===== src/rtl/iter_mult_pkg.sv =====
`default_nettype none
// ============================================================================
// Module   : iter_mult_pkg
// Purpose  : Shared defaults, FSM state encoding and sizing helpers for the
//            digit-serial iterative multiplier (iter_mult_radix).
// Contents : DEF_DATA_WIDTH / DEF_DIGIT_WIDTH  default operand / digit widths
//            state_t                           IDLE / CALC / DONE encoding
//            calc_num_iter()                   iterations per operation
//            calc_cnt_width()                  iteration counter width
// Revision : 1.0 - initial release
// ============================================================================
package iter_mult_pkg;

  localparam int DEF_DATA_WIDTH  = 32;
  localparam int DEF_DIGIT_WIDTH = 2;

  typedef enum logic [1:0] {
    IDLE = 2'd0,
    CALC = 2'd1,
    DONE = 2'd2
  } state_t;

  // One iteration retires one digit of operand b.
  function automatic int calc_num_iter(input int data_w, input int digit_w);
    return data_w / digit_w;
  endfunction

  // Counter only needs to reach NUM_ITER-1; keep at least one bit so the
  // single-iteration configuration still has a legal vector.
  function automatic int calc_cnt_width(input int data_w, input int digit_w);
    int n;
    n = data_w / digit_w;
    return (n <= 1) ? 1 : $clog2(n);
  endfunction

endpackage : iter_mult_pkg
`default_nettype wire


===== src/rtl/iter_mult_pp.sv =====
`default_nettype none
// ============================================================================
// Module   : iter_mult_pp
// Purpose  : Combinational partial-product generator: magnitude of operand a
//            times one unsigned digit of operand b. Kept separate so a
//            recoded (e.g. Booth) digit scheme only touches this block.
// Ports    : i_mcand  [DATA_WIDTH-1:0]              |a|
//            i_digit  [DIGIT_WIDTH-1:0]             current digit of |b|
//            o_pp     [DATA_WIDTH+DIGIT_WIDTH-1:0]  i_mcand * i_digit
// Revision : 1.0 - initial release
// ============================================================================
module iter_mult_pp #(
  parameter int DATA_WIDTH  = 32,
  parameter int DIGIT_WIDTH = 2
) (
  input  logic [DATA_WIDTH-1:0]             i_mcand,
  input  logic [DIGIT_WIDTH-1:0]            i_digit,
  output logic [DATA_WIDTH+DIGIT_WIDTH-1:0] o_pp
);

  localparam int c_pp_w = DATA_WIDTH + DIGIT_WIDTH;

  logic [c_pp_w-1:0] w_mcand_ext;
  logic [c_pp_w-1:0] w_digit_ext;

  // Both factors are unsigned magnitudes; zero-extend to the full product
  // width so the multiply cannot truncate.
  assign w_mcand_ext = c_pp_w'(i_mcand);
  assign w_digit_ext = c_pp_w'(i_digit);
  assign o_pp        = w_mcand_ext * w_digit_ext;

endmodule : iter_mult_pp
`default_nettype wire


===== src/rtl/iter_mult_radix.sv =====
`default_nettype none
// ============================================================================
// Module   : iter_mult_radix
// Purpose  : Iterative multiplier retiring DIGIT_WIDTH bits of b per cycle,
//            with per-operation signed/unsigned select, multiply-accumulate
//            and abort. start/busy/finish handshake.
// Ports    : clk_i         rising-edge clock
//            rst_i         asynchronous active-high reset
//            start_i       start request (sampled in IDLE only)
//            signed_i      1 = two's-complement operands (sampled with start)
//            accumulate_i  1 = add product to outdata_r_o (sampled with start)
//            abort_i       cancel the running operation (CALC only)
//            indata_a_i    operand a [DATA_WIDTH]
//            indata_b_i    operand b [DATA_WIDTH]
//            busy_o        operation in progress
//            finish_o      one-cycle pulse, outdata_r_o just updated
//            outdata_r_o   result / accumulator [2*DATA_WIDTH]
// Revision : 1.0 - initial release
// ============================================================================
module iter_mult_radix
  import iter_mult_pkg::*;
#(
  parameter int DATA_WIDTH  = DEF_DATA_WIDTH,
  parameter int DIGIT_WIDTH = DEF_DIGIT_WIDTH
) (
  input  logic                    clk_i,
  input  logic                    rst_i,
  input  logic                    start_i,
  input  logic                    signed_i,
  input  logic                    accumulate_i,
  input  logic                    abort_i,
  input  logic [DATA_WIDTH-1:0]   indata_a_i,
  input  logic [DATA_WIDTH-1:0]   indata_b_i,
  output logic                    busy_o,
  output logic                    finish_o,
  output logic [2*DATA_WIDTH-1:0] outdata_r_o
);

  localparam int c_num_iter = calc_num_iter(DATA_WIDTH, DIGIT_WIDTH);
  localparam int c_cnt_w    = calc_cnt_width(DATA_WIDTH, DIGIT_WIDTH);
  localparam int c_prod_w   = 2 * DATA_WIDTH;
  localparam int c_pp_w     = DATA_WIDTH + DIGIT_WIDTH;
  // Largest shift is DATA_WIDTH-DIGIT_WIDTH, always below 2^c_sh_w.
  localparam int c_sh_w     = $clog2(DATA_WIDTH) + 1;
  localparam logic [c_cnt_w-1:0] c_last_cnt = c_cnt_w'(c_num_iter - 1);

  // --------------------------------------------------------------------------
  // Elaboration-time parameter check
  // --------------------------------------------------------------------------
  if ((DIGIT_WIDTH < 1) || (DIGIT_WIDTH > DATA_WIDTH) ||
      ((DATA_WIDTH % DIGIT_WIDTH) != 0)) begin : g_bad_digit_width
    $error("iter_mult_radix: DIGIT_WIDTH must divide DATA_WIDTH");
  end

  // --------------------------------------------------------------------------
  // Registers
  // --------------------------------------------------------------------------
  state_t                r_state;
  logic [c_cnt_w-1:0]    r_cnt;
  logic [DATA_WIDTH-1:0] r_abs_a;
  logic [DATA_WIDTH-1:0] r_b_rem;     // |b|, shifted right one digit per cycle
  logic                  r_neg;
  logic                  r_acc;
  logic [c_prod_w-1:0]   r_partial;
  logic                  r_busy;
  logic                  r_finish;
  logic [c_prod_w-1:0]   r_out;

  // --------------------------------------------------------------------------
  // Operand conditioning (used only in the start cycle)
  // --------------------------------------------------------------------------
  logic                  w_a_neg;
  logic                  w_b_neg;
  logic [DATA_WIDTH-1:0] w_abs_a;
  logic [DATA_WIDTH-1:0] w_abs_b;

  assign w_a_neg = signed_i & indata_a_i[DATA_WIDTH-1];
  assign w_b_neg = signed_i & indata_b_i[DATA_WIDTH-1];
  // Negating the most negative value wraps back onto itself, which read as
  // unsigned is exactly its magnitude 2^(W-1), so no extra bit is needed.
  assign w_abs_a = w_a_neg ? (-indata_a_i) : indata_a_i;
  assign w_abs_b = w_b_neg ? (-indata_b_i) : indata_b_i;

  // --------------------------------------------------------------------------
  // Iteration datapath
  // --------------------------------------------------------------------------
  logic [c_pp_w-1:0]   w_pp;
  logic [c_prod_w-1:0] w_pp_ext;
  logic [c_sh_w-1:0]   w_shamt;
  logic [c_prod_w-1:0] w_sum;
  logic [c_prod_w-1:0] w_prod;
  logic [c_prod_w-1:0] w_out_next;
  logic                w_last_iter;

  iter_mult_pp #(
    .DATA_WIDTH  (DATA_WIDTH),
    .DIGIT_WIDTH (DIGIT_WIDTH)
  ) u_pp (
    .i_mcand (r_abs_a),
    .i_digit (r_b_rem[DIGIT_WIDTH-1:0]),
    .o_pp    (w_pp)
  );

  assign w_pp_ext    = c_prod_w'(w_pp);
  assign w_shamt     = c_sh_w'(r_cnt) * c_sh_w'(DIGIT_WIDTH);
  assign w_sum       = r_partial + (w_pp_ext << w_shamt);
  assign w_last_iter = (r_cnt == c_last_cnt);

  // The final sign fix-up and accumulate are taken from the last iteration's
  // sum so the result register loads on the edge that enters DONE, which is
  // the same edge that raises finish_o.
  assign w_prod      = r_neg ? (-w_sum) : w_sum;
  assign w_out_next  = r_acc ? (r_out + w_prod) : w_prod;

  // --------------------------------------------------------------------------
  // FSM with registered outputs
  // --------------------------------------------------------------------------
  always_ff @(posedge clk_i or posedge rst_i) begin
    if (rst_i) begin
      r_state   <= IDLE;
      r_cnt     <= '0;
      r_abs_a   <= '0;
      r_b_rem   <= '0;
      r_neg     <= 1'b0;
      r_acc     <= 1'b0;
      r_partial <= '0;
      r_busy    <= 1'b0;
      r_finish  <= 1'b0;
      r_out     <= '0;
    end else begin
      r_finish <= 1'b0;
      case (r_state)
        IDLE: begin
          // abort_i is deliberately not looked at here: start wins.
          if (start_i) begin
            r_abs_a   <= w_abs_a;
            r_b_rem   <= w_abs_b;
            r_neg     <= w_a_neg ^ w_b_neg;
            r_acc     <= accumulate_i;
            r_partial <= '0;
            r_cnt     <= '0;
            r_busy    <= 1'b1;
            r_state   <= CALC;
          end
        end

        CALC: begin
          if (abort_i) begin
            // Drop the operation; the accumulator keeps its old value.
            r_busy  <= 1'b0;
            r_state <= IDLE;
          end else begin
            r_partial <= w_sum;
            r_cnt     <= r_cnt + c_cnt_w'(1);
            r_b_rem   <= r_b_rem >> DIGIT_WIDTH;
            if (w_last_iter) begin
              r_out    <= w_out_next;
              r_finish <= 1'b1;
              r_state  <= DONE;
            end
          end
        end

        DONE: begin
          // Single result cycle; start_i and abort_i are ignored here.
          r_busy  <= 1'b0;
          r_state <= IDLE;
        end

        default: begin
          r_busy  <= 1'b0;
          r_state <= IDLE;
        end
      endcase
    end
  end

  assign busy_o      = r_busy;
  assign finish_o    = r_finish;
  assign outdata_r_o = r_out;

endmodule : iter_mult_radix
`default_nettype wire

===== config.mk =====
export PLATFORM = sky130hd
export DESIGN_NAME = iter_mult_radix
export DESIGN_NICKNAME = d
export VERILOG_FILES = /design/src/rtl/iter_mult_pkg.sv /design/src/rtl/iter_mult_pp.sv /design/src/rtl/iter_mult_radix.sv
export SDC_FILE = /design/constraint.sdc
export NUM_CORES = 1
export LEC_CHECK = 0
export ABC_AREA = 0
export CAP_MARGIN = 40
export CELL_PAD_IN_SITES_DETAIL_PLACEMENT = 1
export CELL_PAD_IN_SITES_GLOBAL_PLACEMENT = 1
export CORE_ASPECT_RATIO = 1.5
export CORE_MARGIN = 10
export CORE_UTILIZATION = 44
export CTS_CLUSTER_SIZE = 25
export DETAILED_ROUTE_END_ITERATION = 16
export PLACE_DENSITY = 0.88
export REMOVE_ABC_BUFFERS = 1
export SYNTH_ARGS = -nofsm -noshare
export SYNTH_HDL_FRONTEND = slang
export SYNTH_SLANG_ARGS = --single-unit

===== constraint.sdc =====
create_clock -name clk_i -period 23.8 [get_ports clk_i]
set_clock_uncertainty 0.1 [all_clocks]
set_input_delay 4.76 -clock clk_i [delete_from_list [all_inputs] [get_ports clk_i]]
set_output_delay 4.76 -clock clk_i [all_outputs]
set_load 0.01 [all_outputs]

congestion.png
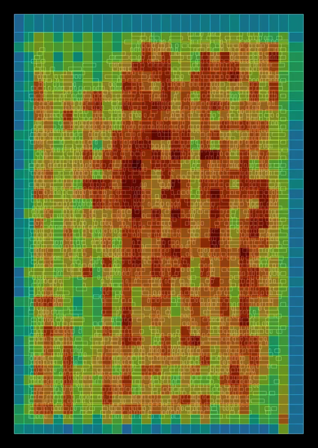
DR WL/cell: 22.12 um
Top Usage Layer GRT: met2
met3 Use GR: 0.03298
met1 routing resource usage after global routing: 0.2807

metal_density.png
Drawn at 1 px/um. 20 x 30 tiles, from dark blue (low) to red (high), scaled to the fullest tile. Values are wire area over tile area, all layers added.
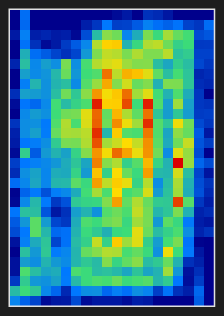
emptiest ninth of the die = upper left
fullest tile = 0.57
tiles over half the peak = 34%
densest ninth of the die = center
nearly empty tiles = 7.2%

==> results_tabular.tex <==
% Yosys + OpenROAD metrics
\begin{tabular}{lr}
\hline
Metric & Value \\
\hline
\multicolumn{2}{l}{\textbf{Outcome}} \\
\quad Run status & finished, final reports clean \\
\multicolumn{2}{l}{\textbf{Detailed routing}} \\
\quad Vias per cell & 6.205 \\
\quad Detailed-routed wire length on met3 & about 3200 um \\
\quad \# DRC & 0 \\
\quad Via count & 22.88k \\
\quad Routed Antenna Nets & 0 \\
\quad Max Used Layer & met4 \\
\quad TritonRoute pass-1 iters & 5 \\
\quad Wire length on met1 & 32050 um \\
\quad Iter 0 DRT Violations & about 930 \\
\quad Routed Wire Length & 81570 um \\
\multicolumn{2}{l}{\textbf{Global route}} \\
\quad Pin count of the biggest net entering global routing & 87 \\
\quad Global-route usage over all layers & 0.2622 \\
\quad Number of global-route vias before repair & 24.37k \\
\quad GR Layer Usage met2 & 0.4945 \\
\quad Grt total ovfl & 0 \\
\quad Wire length of the first global-routing pass & 129600 um \\
\multicolumn{2}{l}{\textbf{Final layout}} \\
\quad Register area & 5057 sq um \\
\quad Filler cell count in the final layout & approximately 6.2k \\
\quad Sequential cell area share & 0.2012 \\
\quad Post-route cell area & 25140 sq um \\
\quad \# nets final & 3252 \\
\quad Layout cells sized above 1 & 0.04298 \\
\quad Number of clock buffer instances in the layout & 35 \\
\quad Combinational gate area & 16440 sq um \\
\quad Area Growth Syn to Fin & 12.83\% \\
\quad Relative area of non-clock buffer cells in the final design & 0.06377 \\
\quad Post-Route Utilization & 0.5035 \\
\quad Most numerous logic cell after layout & sky130\_fd\_sc\_hd\_\_nand2\_1 \\
\quad Combinational share of cell area & 0.6540 \\
\multicolumn{2}{l}{\textbf{Final timing}} \\
\quad RSZ-0062 raised after global routing & no \\
\quad Count of pins over their slew limit & 0 \\
\quad Total negative setup slack & 0 ps \\
\quad Minimum period implied by the final worst setup slack & approximately 12000 ps \\
\quad Worst Hold Slack & $\sim$390 ps \\
\quad Max frequency & roughly 80 MHz \\
\quad Setup ws final & 11510 ps \\
\quad Final Hold Viols & 0 \\
\quad Transition time at the pin with the least slew margin & 937.3 ps \\
\quad Cycle use final & 0.5165 \\
\multicolumn{2}{l}{\textbf{Worst setup path}} \\
\quad Setup slack on the worst flop-to-flop path & between 10000 and 15000 ps \\
\quad Worst Setup EP & outdata\_r\_o[63] \\
\quad Max stage delay cell, worst path & sky130\_fd\_sc\_hd\_\_dfrtp\_1 \\
\quad Most Frequent Cell on Critical Path & sky130\_fd\_sc\_hd\_\_o21ai\_0 \\
\quad Worst endpoint data arrival time & 12650 ps \\
\quad Worst flop-to-flop path startpoint & r\_b\_rem[0] \\
\quad Worst EP required & 24160 ps \\
\quad Critical path class & reg -> reg \\
\quad Buffer-and-inverter tally for the worst setup path & 2 \\
\quad Startpoint class of the critical path & register \\
\multicolumn{2}{l}{\textbf{Clocking}} \\
\quad Sinks on the clock net & between 200 and 250 \\
\quad CTS tree & yes \\
\quad Clock-pin transition on the worst setup and hold timing paths & 60 ps \\
\quad Post-CTS Setup Bufs & 0 \\
\quad TritonCTS Buffers & 26 \\
\multicolumn{2}{l}{\textbf{Power}} \\
\quad Reported clock group power & 0.000468 W \\
\quad Total power per unit cell area & roughly 120 nW/um\^{}2 \\
\quad Logic power comb & between 0.002 and 0.0025 W \\
\quad Part of the power in combinational logic & 0.694 \\
\quad Leak Pwr & 10.92 nW \\
\multicolumn{2}{l}{\textbf{Floorplanning}} \\
\quad Initial cell density of the core & 0.4462 \\
\quad Number of top-level pins & 136 \\
\quad Total number of tap cells & 663 \\
\multicolumn{2}{l}{\textbf{Min path}} \\
\quad Hold Path Class & reg -> reg \\
\quad Number of cells on the worst hold path & 2 \\
\quad Critical hold path startpoint & r\_b\_rem[7] \\
\multicolumn{2}{l}{\textbf{Synth}} \\
\quad Multiplexer share & 0.02657 \\
\quad Top cells, area & sky130\_fd\_sc\_hd\_\_dfrtp\_1 23\%, sky130\_fd\_sc\_hd\_\_ha\_1 9.7\%, sky130\_fd\_sc\_hd\_\_a21oi\_1 7.4\%, sky130\_fd\_sc\_hd\_\_o21ai\_0 6.2\%, sky130\_fd\_sc\_hd\_\_nand2\_1 6.1\% \\
\quad Mean instance size in the synthesized netlist & 7.483 sq um \\
\quad Synth Cell Area & 22280 sq um \\
\quad Share of Yosys cell area claimed by the top area cell type & 0.2269 \\
\quad Dominant non-sequential cell family after synthesis & AND-OR/OR-AND gates \\
\quad Most frequent cell after synthesis & sky130\_fd\_sc\_hd\_\_nand2\_1 \\
\quad Yosys warning tally & 0 \\
\quad Ys async rst share & 1.000 \\
\quad EDFF count, synth & 0 \\
\quad Post-Synth Simple-Gate Area & 0.2140 \\
\quad Total cells reported by yosys after synthesis & 2977 \\
\quad Adder-cell share of the synthesized area & 0.09986 \\
\multicolumn{2}{l}{\textbf{Flow run}} \\
\quad Max-cap violations & 0 \\
\quad Stage-log warning count & 37 \\
\multicolumn{2}{l}{\textbf{Placed design}} \\
\quad Worst slack, placed & around 12000 ps \\
\quad Weighted congestion at the end of routability-driven global placement & 0.9833 \\
\quad Number of placed cells counting well taps & between 3k and 4k \\
\quad Detail Placement HPWL & 64660 um \\
\quad Standard cell area after detailed placement & 24150 sq um \\
\hline
\end{tabular}
No activity file was given, so power comes from the tool's default toggle rates.
